$ cat src/rtl/csr_uart_rx.sv
// CSR-mapped 8N1 UART receiver with a small byte FIFO.
// Data register pops on read; status register holds flags and the FIFO count.
module csr_uart_rx #(
  parameter logic [11:0] BASE_ADDR  = 12'hBC0,
  parameter int          CLK_DIV    = 8,
  parameter int          DEPTH_LOG2 = 2
) (
  input  logic        clk,
  input  logic        rst,
  input  logic        read,
  input  logic [2:0]  modify,
  input  logic [31:0] wdata,
  input  logic [11:0] addr,
  output logic [31:0] rdata,
  output logic        valid,
  input  logic        rx,
  output logic        irq
);

  localparam int DEPTH = 1 << DEPTH_LOG2;
  localparam int CW    = $clog2(CLK_DIV);
  localparam int CNT_W = DEPTH_LOG2 + 1;

  localparam logic [11:0]   STAT_ADDR = BASE_ADDR + 12'd1;
  localparam logic [CW-1:0] HALF_LOAD = CW'(CLK_DIV / 2 - 1);
  localparam logic [CW-1:0] FULL_LOAD = CW'(CLK_DIV - 1);

  typedef enum logic [2:0] {IDLE, START, DATA, STOP, WAIT_HIGH} state_e;

  // ---------------------------------------------------------------------------
  // rx synchronizer
  // ---------------------------------------------------------------------------
  logic [1:0] sync_q;
  logic       rx_s;

  // NOTE: sequential state is always assigned with <= so every flop samples
  // the pre-edge value of its neighbours, independent of statement order.
  always_ff @(posedge clk) begin
    if (rst) sync_q <= 2'b11;
    else     sync_q <= {sync_q[0], rx};
  end

  assign rx_s = sync_q[1];

  // ---------------------------------------------------------------------------
  // Receive FSM
  // ---------------------------------------------------------------------------
  state_e        state_q;
  logic [CW-1:0] cyc_q;
  logic [2:0]    bit_q;
  logic [7:0]    shift_q;
  logic          tick;
  logic          push_req;
  logic          frame_err;

  assign tick      = (cyc_q == '0);
  assign push_req  = (state_q == STOP) && tick && rx_s;
  assign frame_err = (state_q == STOP) && tick && !rx_s;

  always_ff @(posedge clk) begin
    if (rst) begin
      state_q <= IDLE;
      cyc_q   <= '0;
      bit_q   <= '0;
      shift_q <= '0;
    end else begin
      case (state_q)
        IDLE: begin
          if (!rx_s) begin
            state_q <= START;
            cyc_q   <= HALF_LOAD;
            bit_q   <= '0;
          end
        end
        START: begin
          if (!tick)     cyc_q   <= cyc_q - CW'(1);
          else if (rx_s) state_q <= IDLE;
          else begin
            state_q <= DATA;
            cyc_q   <= FULL_LOAD;
          end
        end
        DATA: begin
          if (!tick) cyc_q <= cyc_q - CW'(1);
          else begin
            shift_q <= {rx_s, shift_q[7:1]};
            cyc_q   <= FULL_LOAD;
            bit_q   <= bit_q + 3'd1;
            if (bit_q == 3'd7) state_q <= STOP;
          end
        end
        STOP: begin
          if (!tick) cyc_q   <= cyc_q - CW'(1);
          else       state_q <= rx_s ? IDLE : WAIT_HIGH;
        end
        WAIT_HIGH: begin
          if (rx_s) state_q <= IDLE;
        end
        default: state_q <= IDLE;
      endcase
    end
  end

  // ---------------------------------------------------------------------------
  // CSR address phase and decode
  // ---------------------------------------------------------------------------
  logic [11:0] addr_q;
  logic        sel_data;
  logic        sel_stat;
  logic        wr_op;

  always_ff @(posedge clk) begin
    if (rst) addr_q <= '0;
    else     addr_q <= addr;
  end

  assign valid    = (addr == BASE_ADDR) || (addr == STAT_ADDR);
  assign sel_data = (addr_q == BASE_ADDR);
  assign sel_stat = (addr_q == STAT_ADDR);
  assign wr_op    = (modify == 3'd1) || (modify == 3'd3);

  // ---------------------------------------------------------------------------
  // Receive FIFO and flags
  // ---------------------------------------------------------------------------
  logic [7:0]            mem_q [DEPTH];
  logic [DEPTH_LOG2-1:0] wr_ptr_q;
  logic [DEPTH_LOG2-1:0] rd_ptr_q;
  logic [CNT_W-1:0]      count_q;
  logic                  ovr_q;
  logic                  ferr_q;
  logic                  empty;
  logic                  full;
  logic                  pop;
  logic                  do_push;
  logic                  ovr_set;
  logic                  clr_ovr;
  logic                  clr_ferr;

  assign empty    = (count_q == '0);
  assign full     = (count_q == CNT_W'(DEPTH));
  assign pop      = read && sel_data && !empty;
  // A pop in the same cycle frees the slot, so a full FIFO still accepts.
  assign do_push  = push_req && (!full || pop);
  assign ovr_set  = push_req && full && !pop;
  assign clr_ovr  = sel_stat && wr_op && wdata[1];
  assign clr_ferr = sel_stat && wr_op && wdata[2];

  always_ff @(posedge clk) begin
    if (rst) begin
      wr_ptr_q <= '0;
      rd_ptr_q <= '0;
      count_q  <= '0;
      ovr_q    <= 1'b0;
      ferr_q   <= 1'b0;
    end else begin
      if (do_push) wr_ptr_q <= wr_ptr_q + DEPTH_LOG2'(1);
      if (pop)     rd_ptr_q <= rd_ptr_q + DEPTH_LOG2'(1);
      case ({do_push, pop})
        2'b10:   count_q <= count_q + CNT_W'(1);
        2'b01:   count_q <= count_q - CNT_W'(1);
        default: count_q <= count_q;
      endcase
      ovr_q  <= ovr_set   | (ovr_q  & ~clr_ovr);
      ferr_q <= frame_err | (ferr_q & ~clr_ferr);
    end
  end

  // NOTE: the storage array has no reset; the count and pointers alone decide
  // which entries are meaningful, so resetting it would only cost flops.
  always_ff @(posedge clk) begin
    if (do_push) mem_q[wr_ptr_q] <= shift_q;
  end

  // ---------------------------------------------------------------------------
  // Read data (OR-bus: zero when not selected)
  // ---------------------------------------------------------------------------
  logic [31:0] status_w;

  always_comb begin
    status_w                    = '0;
    status_w[0]                 = !empty;
    status_w[1]                 = ovr_q;
    status_w[2]                 = ferr_q;
    status_w[DEPTH_LOG2+3:3]    = count_q;
    rdata                       = '0;
    if (sel_data)      rdata = empty ? 32'hFFFF_FFFF : {24'h0, mem_q[rd_ptr_q]};
    else if (sel_stat) rdata = status_w;
  end

  assign irq = !empty;

  logic unused_wdata;
  assign unused_wdata = ^{wdata[31:3], wdata[0]};

endmodule

$ cat config.mk
export PLATFORM = sky130hd
export DESIGN_NAME = csr_uart_rx
export DESIGN_NICKNAME = d
export VERILOG_FILES = /design/src/rtl/csr_uart_rx.sv
export SDC_FILE = /design/constraint.sdc
export NUM_CORES = 1
export LEC_CHECK = 0
export CORE_MARGIN = 5
export CORE_UTILIZATION = 49
export CTS_BUF_LIST = sky130_fd_sc_hd__clkbuf_4 sky130_fd_sc_hd__clkbuf_8 sky130_fd_sc_hd__clkbuf_16
export DETAILED_ROUTE_END_ITERATION = 16
export GPL_TIMING_DRIVEN = 0
export PLACE_DENSITY = 0.77
export SLEW_MARGIN = 20
export SYNTH_ARGS = -nofsm -noshare
export SYNTH_HDL_FRONTEND = slang
export SYNTH_SLANG_ARGS = --single-unit
export TNS_END_PERCENT = 100
$ cat constraint.sdc
create_clock -name clk -period 4.7 [get_ports clk]
set_input_delay 0.94 -clock clk [delete_from_list [all_inputs] [get_ports clk]]
set_output_delay 0.94 -clock clk [all_outputs]
set_load 0.05 [all_outputs]
### Signal wires by layer, run 1

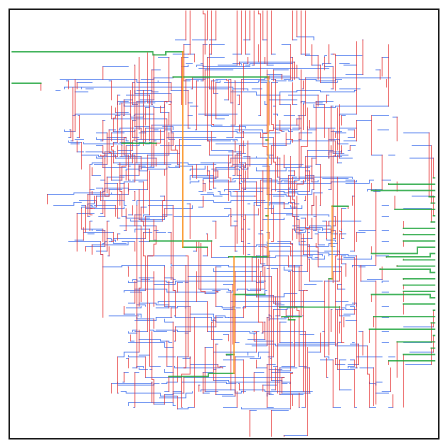
- red: metal 2 (wire length 3,130 um)
- orange: metal 4 (wire length 122 um)
- green: metal 3 (wire length 348 um)
- blue: metal 1 (wire length 2,770 um)

### Cell outlines without signal wires, run 1

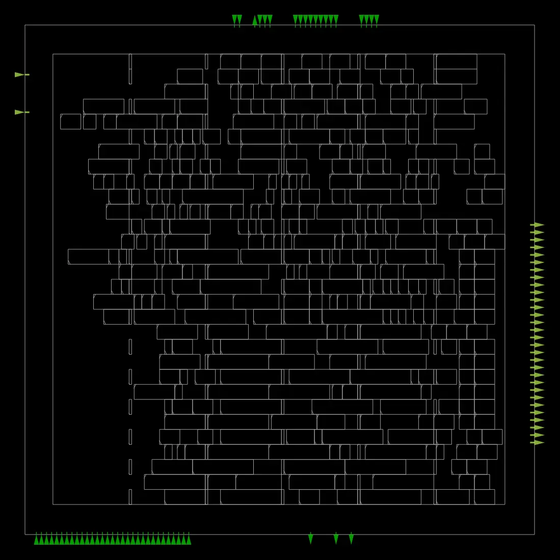
flop share of the area: 43.3%
number of sequential storage elements: 74

### Clock network drawn from the DEF, run 1

Scale bar: 20 um.
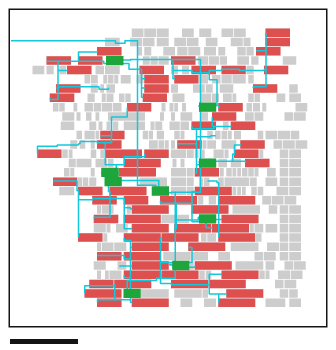
- red: flip-flops (count 74)
- green: clock drivers (count 9)
- cyan: clock wires (length 798 um)
- routed clock nets: 10
Clock net power: 0.487 mW
worst-case clock skew: 3.89 ps
share of total power in the clock network: 40.0%

### Close-up of the layout, run 1

Window x 26 to 66, y 8 to 48 um. Cells in grey, sequential cells in the stronger grey; small squares are vias.
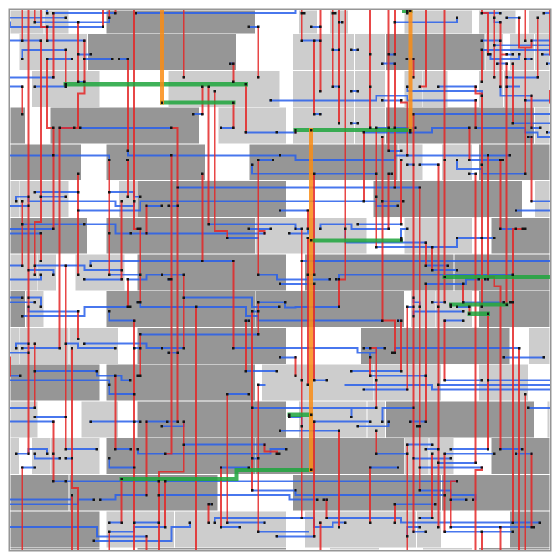
- blue: metal 1
- orange: metal 4
- green: metal 3
- red: metal 2
- most frequent: edfxtp_1 (24), mux2i_1 (8), clkbuf_8 (8)
- cells with their middle in the window: 82
- sequential cells in the window: 30
- netlist names of flops here include: mem_q (24), shift_q (5)

==> Changelog: implementation, run 1 <==
### Metrics

- Worst hold path stage count: 1
- Startpoint of the most critical hold path: sync_q[0]
- Most area-consuming cells after synthesis: edfxtp_1 29%, dfxtp_1 25%, buf_4 5.4%
- Levels on crit path: 6
- Flop2flop setup slack: 1980 ps
- Drt drc: 0
- Number of buffers inserted during clock tree synthesis: 9
- Max Root-Sink Buffers: 2
- Count of final hold-check violations: 0
- Setup_tns: 0 ps
- Worst voltage drop across the vdd grid: 0.150 mV
- Routed len/inst: 14.4 um
- CTS Root Cell: clkbuf_8
- Critical Path End: rdata[24]
- Sequential standard cell area: 1800 um2
- Core utilization before placement: 49.7%
- Cell leakage power: 1.52 nW
- Post-synth seq share: 54.3%
- Number of cells traversed by the worst register-to-register path: 13
- Layout net count: 417
- Post-synth top cells: 42 x dfxtp_1, 32 x edfxtp_1, 24 x buf_4
- Vertical die dimension: 92.3 um
- Switching part of the total: 19.8%
- Slew margin rel.: 51.1%
- Highest fanout seen on the critical path: 24
- Post-cts resize count: 1
- # IOs: 85
- Skew-Pair Late Insertion Delay: 340 ps
- Worst slack, placed: 331 ps
- Portion of synthesized cell area occupied by the leading cell type: 28.9%
- Tool warning count: 61
- CP endpoint kind: primary output
- Cells along the critical path: nor3_1 > clkbuf_1 > inv_1 > nor3_4 > buf_4 > clkdlybuf4s50_1
- Wire length of the first global-routing pass: 10.6 mm
- Power in sequential cells: 0.676 mW
- Reported combinational group power: 0.0558 mW
- Synthesis-to-finish area growth: 25.4%
- Comb gate area: 1250 um2
- Die Wd: 92.3 um
- Yosys synthesis chip area: 3320 um2
- Synth top cell by count: dfxtp_1
- Count of distinct cell types in the synthesized netlist: 42
- Yosys cell count: 292
- Outcome: finished, final reports clean
- Max frequency: 228 MHz
- Kind of cell with the highest combined delay on the critical path: buffers and inverters
- Setup repair after global routing missed its margin: no
- H-tree lvl count: 3
- Reg2Reg Capture Point: count_q[2]
- Capture endpoint of the worst hold path: sync_q[1]
- Clock transition at path regs: 70 ps
- Crit path kind: flop to primary output
- Power after layout: 1.22 mW
- Pin count of the biggest net entering global routing: 25
- Power spent charging and discharging nets: 0.242 mW
- Synthesized flop and latch total: 74
- Clock Sinks: 74
- Wire length on met3: 347 um
- Delay contributed by the slowest stage of the critical path: 800 ps
- Number of DRC markers in iteration 0: 128
- Number of routed nets with antenna violations: 0
- Post-CTS repair timing setup buffer count: 0
- Total via count in the routed design: 2,325
- Met2 Wirelength: 3.13 mm
- Number of antenna violations at the first check in global routing: 0
- Final cycle utilization of the critical path: 93.4%
- Top power group: registers
- Async SR Flop Fraction: 0%
- Count of TritonRoute iterations in the first routing pass: 4
- Share of power burned in combinational logic: 4.6%
- CP arrival: 3450 ps
- Half-perimeter wire length of the detailed placement result: 4.60 mm
- Classification of the worst-slack hold path: flop to flop
- Launch point of the worst path: count_q[2]
- Maximum capacitance violations: 0
- Final setup fails: 0
- Synthesized area per cell: 11.4 um2
- PnR worst setup slack: 310 ps
- Layout cell share with drive strength beyond 1: 16.3%
- Total wire length: 6.36 mm
- Internal power summed over all cells: 0.978 mW
- Post-synthesis cell type with the largest combined area: edfxtp_1
- Worst setup SP type: flop
- Core region area: 6680 um2
- Number of filler cells placed in the layout: 537
- Dominant register cell in the synthesized netlist: dfxtp_1
- Floorplan row count: 30
- Syn Nets: 353
- Total die area: 8520 um2
- DR vias/cell: 5.27
- Routed length on met1: 2.77 mm
- Critical path data required time: 3760 ps
- Worst slew pin tran: 731 ps
- Max stage delay cell, worst path: clkdlybuf4s50_1
- Ant diodes: 0
- Largest register by flop count: mem_q
- Total count of max-transition violations in the final report: 0
- Max Used Layer: met4
- Post-synth design cell area: 3320 um2
- Share of total power in sequential cells: 55.5%
- Vias in the first global route: 2,227
- Power per cell area: 293 nW/um2
- Global routing usage summed across all routing layers: 16.0%
- Origin of the critical flop-to-flop path: cyc_q[0]
- Critical path buffer and inverter count: 4
- Port Buf Inserts: 53
- Synth Instances: 292
- GPL Wtd Cong: 0.787
- Post-layout minimum cycle time: 4390 ps
- Ys Warns: 0
- Post-synth EDFFs: 32
- Total grt overflow: 0
- Number of flip-flops in the largest register: 32
- Registers with the most flip-flops: mem_q (32), addr_q (12), shift_q (8)
- Number of buffers inserted for hold repair after clock tree synthesis: 0
- CTS tree: yes
## run 1: final cells by class
cell class / count / share of cell area, %
plain buffers: 37 / 5.50
inverters: 12 / 1.08
repair buffers: 53 / 12.7
multi-input cells: 169 / 30.2
clock buffers: 13 / 3.85
flip-flops and latches: 74 / 43.3
clock inverters: 3 / 0.962
well taps: 80 / 2.41
## run 1: layer usage
| metal | up-vias | global-route usage (%) |
|---|---|---|
| met4 | 0 | 6.68 |
| met1 | 1103 | 18.7 |
| met2 | 51 | 26.9 |
| met3 | 12 | 5.44 |
| met5 | - | 0 |
| li1 | 1159 | - |
## run 1: cells in the final DEF (no fill, tap or decap), types with 8 or more instances in the layout
| cell | instances |
|---|---|
| ha_1 | 9 |
| nor2_1 | 20 |
| dfxtp_1 | 42 |
| nor2b_1 | 17 |
| clkdlybuf4s50_1 | 53 |
| nand2_1 | 11 |
| nor3_1 | 18 |
| mux4_2 | 8 |
| edfxtp_1 | 32 |
| mux2i_1 | 10 |
| clkbuf_8 | 10 |
| buf_4 | 24 |
| inv_1 | 12 |
| a21oi_1 | 14 |
| clkbuf_1 | 11 |
## run 1: through the flow
step | cells | hold slack [ps] | instance area, um2 | util [%]
floorplan | 292 | 389 | 3320 | -
global placement | 425 | 393 | 3960 | 59.2
detailed placement | 425 | 399 | 3960 | 59.2
CTS | 441 | 417 | 4160 | 62.3
global route | 441 | 437 | 4160 | 62.3
finish | 441 | 416 | 4160 | 62.3
## run 1: logic make-up after synthesis
kind of cell / after synthesis / synth area share, %
compound gates: 30 / 5.47
xor+xnor: 2 / 0.528
fa+ha+maj: 10 / 4.00
buf+inv: 49 / 8.25
flops: 74 / 54.3
mux: 19 / 8.78
simple gates: 108 / 18.7
### Metal 3, run 1

Scale bar: 20 um.
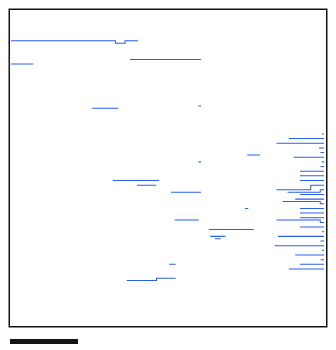

## Run 2: what changed since run 1
==> config.mk (replaced) <==
export PLATFORM = sky130hd
export DESIGN_NAME = csr_uart_rx
export DESIGN_NICKNAME = d
export VERILOG_FILES = /design/src/rtl/csr_uart_rx.sv
export SDC_FILE = /design/constraint.sdc
export NUM_CORES = 1
export LEC_CHECK = 0
export CELL_PAD_IN_SITES_DETAIL_PLACEMENT = 1
export CELL_PAD_IN_SITES_GLOBAL_PLACEMENT = 1
export CORE_MARGIN = 5
export CORE_UTILIZATION = 39
export CTS_BUF_LIST = sky130_fd_sc_hd__clkbuf_4 sky130_fd_sc_hd__clkbuf_8
export DETAILED_ROUTE_END_ITERATION = 16
export GPL_TIMING_DRIVEN = 0
export PLACE_DENSITY = 0.79
export SLEW_MARGIN = 20
export SYNTH_ARGS = -nofsm -noshare
export SYNTH_HDL_FRONTEND = slang
export SYNTH_SLANG_ARGS = --single-unit
export TNS_END_PERCENT = 100
### Metal 3, run 2

Scale bar: 20 um.
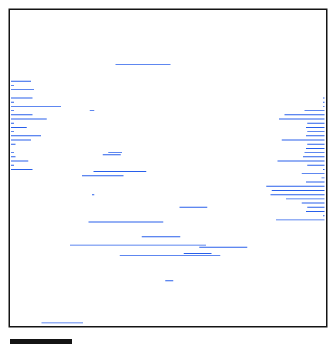
- main direction: horizontal
- wire length on this layer: 538 um
- nets with wire on the layer: 60
- share of all routed wire: 7.3%
- longest straight run: 43.7 um
global-route track usage on met3: 4.23%
total wire length: 7.39 mm

### Signal wires by layer, run 2

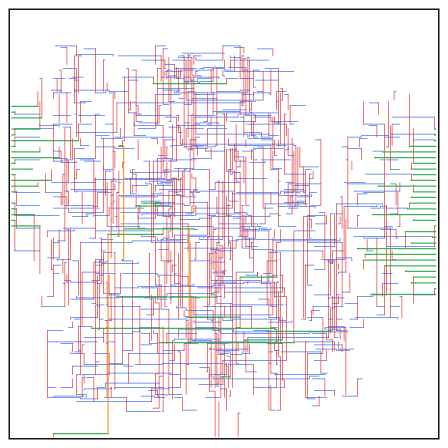
- orange: metal 4 (wire length 95.9 um)
- blue: metal 1 (wire length 3,090 um)
- green: metal 3 (wire length 538 um)
- red: metal 2 (wire length 3,670 um)
global routing usage summed across all routing layers: 15.1%
total via count in the routed design: 2,408
routed len/inst: 15.8 um

==> run 2 against run 1 <==
Count of clock-buffer cells in the layout shrank 3. Non-clock buffer count unchanged. Synthesized area unchanged. Global-route usage is 0.92 points lower. Register-to-register slack worse by 50 ps. Wire length is 16% higher. Sequential cell count stayed put. Sequential share of layout area decreased by 0.40 points. Largest cell class unchanged. Largest power group unchanged.
==> Changelog: implementation, run 2 <==
### Metrics

- GPL Wtd Cong: 0.765 (was 0.787)
- Layout net count: 418 (was 417)
- H-tree lvl count: 3 (unchanged)
- Synthesis-to-finish area growth: 26.5% (was 25.4%)
- Clock transition at path regs: 70 ps (about the same)
- Worst slack, placed: 208 ps (was 331 ps)
- DR vias/cell: 5.16 (was 5.27)
- Classification of the worst-slack hold path: flop to flop (unchanged)
- Power per cell area: 290 nW/um2 (was 293 nW/um2)
- Post-layout minimum cycle time: 4390 ps (about the same)
- Final cycle utilization of the critical path: 93.4% (about the same)
- Number of cells traversed by the worst register-to-register path: 12 (was 13)
- Capture endpoint of the worst hold path: sync_q[1] (unchanged)
- Final non-clock buffer share: 18.1% (was 18.3%)
- Startpoint of the most critical hold path: sync_q[0] (unchanged)
- Yosys synthesis chip area: 3320 um2 (unchanged)
- CTS Root Cell: clkbuf_8 (unchanged)
- Synthesized area per cell: 11.4 um2 (unchanged)
- Final setup fails: 0 (unchanged)
- Die Wd: 102 um (was 92.3 um)
- Count of inverters other than clock inverters in the layout: 12 (unchanged)
- Dominant register cell in the synthesized netlist: dfxtp_1 (unchanged)
- Max stage delay cell, worst path: clkdlybuf4s50_1 (unchanged)
- Portion of synthesized cell area occupied by the leading cell type: 28.9% (unchanged)
- Worst voltage drop across the vdd grid: 0.141 mV (was 0.150 mV)
- Total grt overflow: 0 (unchanged)
- Power after layout: 1.22 mW (about the same)
- Number of DRC markers in iteration 0: 57 (was 128)
- Outcome: finished, final reports clean (unchanged)
- And+or+nand+nor area frac: 18.7% (unchanged)
- Drt drc: 0 (unchanged)
- Maximum capacitance violations: 0 (unchanged)
- Number of routed nets with antenna violations: 0 (unchanged)
- Largest cell class by area: sequential cells (unchanged)
- Comb gate area: 1260 um2 (was 1250 um2)
- Ys Warns: 0 (unchanged)
- Cell leakage power: 1.51 nW (was 1.52 nW)
- Floorplan row count: 33 (was 30)
- Number of buffers inserted during clock tree synthesis: 9 (unchanged)
- Highest fanout seen on the critical path: 12 (was 24)
- Clock Sinks: 74 (unchanged)
- Syn Nets: 353 (unchanged)
- Delay contributed by the slowest stage of the critical path: 800 ps (about the same)
- Critical path buffer and inverter count: 3 (was 4)
- Port Buf Inserts: 53 (unchanged)
- Wire length of the first global-routing pass: 11.9 mm (was 10.6 mm)
- Count of final hold-check violations: 0 (unchanged)
- Flop share of the area: 42.9% (was 43.3%)
- Total die area: 10,500 um2 (was 8520 um2)
- Number of sequential storage elements: 74 (unchanged)
- Pin count of the biggest net entering global routing: 25 (unchanged)
- Crit path kind: flop to primary output (unchanged)
- Largest logic family: simple AND/OR/NAND/NOR gates (unchanged)
- Async SR Flop Fraction: 0% (unchanged)
- Slew margin rel.: 52.0% (was 51.1%)
- Number of tap cells added at floorplan: 105 (was 80)
- Synthesized-area fraction occupied by ao, oa, aoi and oai cells: 5.47% (unchanged)
- PnR worst setup slack: 312 ps (was 310 ps)
- Number of signal-net buffers in the layout: 90 (unchanged)
- Top cells excl fill/tap: 53 x clkdlybuf4s50_1, 42 x dfxtp_1, 32 x edfxtp_1 (unchanged)
- Setup_tns: 0 ps (unchanged)
- Worst-case clock skew: 8.16 ps (was 3.89 ps)
- Synthesized flop and latch total: 74 (unchanged)
- Multi-input comb cells: 170 (was 169)
- Max frequency: 228 MHz (about the same)
- Synth Instances: 292 (unchanged)
- Reg2Reg Capture Point: count_q[2] (unchanged)
- Clk tree area frac: 4.71% (was 4.81%)
- Ant diodes: 0 (unchanged)
- Skew-Pair Late Insertion Delay: 350 ps (was 340 ps)
- Flop2flop setup slack: 1930 ps (was 1980 ps)
- Logic gate fraction of the total cell area: 30.1% (was 30.2%)
- Multiplexer share of the synthesized area: 8.78% (unchanged)
- Vias in the first global route: 2,469 (was 2,227)
- Tool warning count: 61 (unchanged)
- Total count of max-transition violations in the final report: 0 (unchanged)
- Synth top cell by count: dfxtp_1 (unchanged)
- Post-synth seq share: 54.3% (unchanged)
- Half-perimeter wire length of the detailed placement result: 5.53 mm (was 4.60 mm)
- Largest register by flop count: mem_q (unchanged)
- Sequential standard cell area: 1800 um2 (unchanged)
- Number of flip-flops in the largest register: 32 (unchanged)
- CP arrival: 3450 ps (about the same)
- Number of antenna violations at the first check in global routing: 0 (unchanged)
- Kind of cell with the highest combined delay on the critical path: simple AND/OR/NAND/NOR gates (was buffers and inverters)
- CP endpoint kind: primary output (unchanged)
- CTS tree: yes (unchanged)
- Critical path data required time: 3760 ps (about the same)
- Worst slew pin tran: 720 ps (was 731 ps)
- Worst hold path stage count: 1 (unchanged)
- Post-synth design cell area: 3320 um2 (unchanged)
- Most area-consuming cells after synthesis: edfxtp_1 29%, dfxtp_1 25%, buf_4 5.4% (unchanged)
- Post-synthesis cell type with the largest combined area: edfxtp_1 (unchanged)
- Number of filler cells placed in the layout: 898 (was 537)
- Origin of the critical flop-to-flop path: state_q[1] (was cyc_q[0])
- Most numerous logic cell after layout: clkdlybuf4s50_1 (unchanged)
- Core utilization before placement: 40.2% (was 49.7%)
- Post-synth top cells: 42 x dfxtp_1, 32 x edfxtp_1, 24 x buf_4 (unchanged)
- Yosys cell count: 292 (unchanged)
- Max Root-Sink Buffers: 2 (unchanged)
- Cells along the critical path: or3_4 > or3_2 > clkbuf_1 > nor3_2 > buf_4 > clkdlybuf4s50_1 (was nor3_1 > clkbuf_1 > inv_1 > nor3_4 > buf_4 > clkdlybuf4s50_1)
- Post-synth EDFFs: 32 (unchanged)
- Registers with the most flip-flops: mem_q (32), addr_q (12), shift_q (8) (unchanged)
- Count of TritonRoute iterations in the first routing pass: 4 (unchanged)
- Vertical die dimension: 102 um (was 92.3 um)
- Adder Area Share: 4.00% (unchanged)
run 2: repair_timing:
item	in CTS	in global routing
endpoints found under the setup margin	24	23
resized	1	0
gates cloned	0	1
pin swaps	0	1
buffers inserted	0	0
hold buffers	0	0
run 2: how the worst max path moves through the flow:
stage / from / endpoint / slack (ps) / depth (start not counted)
finish: addr_q[1] / rdata[19] / 310 / 6
global route: count_q[2] / rdata[19] / 30 / 6
CTS: count_q[2] / rdata[23] / 180 / 6
detailed placement: count_q[2] / rdata[23] / 210 / 6
global placement: count_q[2] / rdata[26] / 380 / 6
floorplan: count_q[2] / rdata[10] / 700 / 5
run 2: layer usage:
metal / vias up / GRT usage (%) / part of all wire [%]
met4: 0 / 6.36 / 1.3
met2: 78 / 25.8 / 50
met3: 7 / 4.23 / 7.3
li1: 1158 / - / -
met5: - / 0 / 0
met1: 1165 / 17.7 / 42
run 2: per-stage QoR:
step	util [%]	instances	cell area (um2)	hold slack [ps]
6_report	50.9	467	4200	412
5_1_grt	50.9	467	4200	427
4_1_cts	50.7	466	4190	416
3_5_place_dp	48.3	450	3990	399
3_3_place_gp	48.3	450	3990	394
2_1_floorplan	-	292	3320	389
run 2: power breakdown:
part	leakage (nW)	switching [mW]	internal, mW
Clock	0.0940	0.235	0.252
Combinational	0.781	0.0273	0.0288
Sequential	0.639	0.00357	0.672
run 2: cell families (layout without fill, tap and decap cells):
group	count (synthesis)	after routing
adders and majority gates	10	10
and+or+nand+nor	108	109
buffers and inverters	49	118
DFF	74	74
AOI/OAI and AO/OA	30	30
muxes	19	19
xor gates and xnor gates	2	2
Power is estimated from default activity; no workload was simulated.
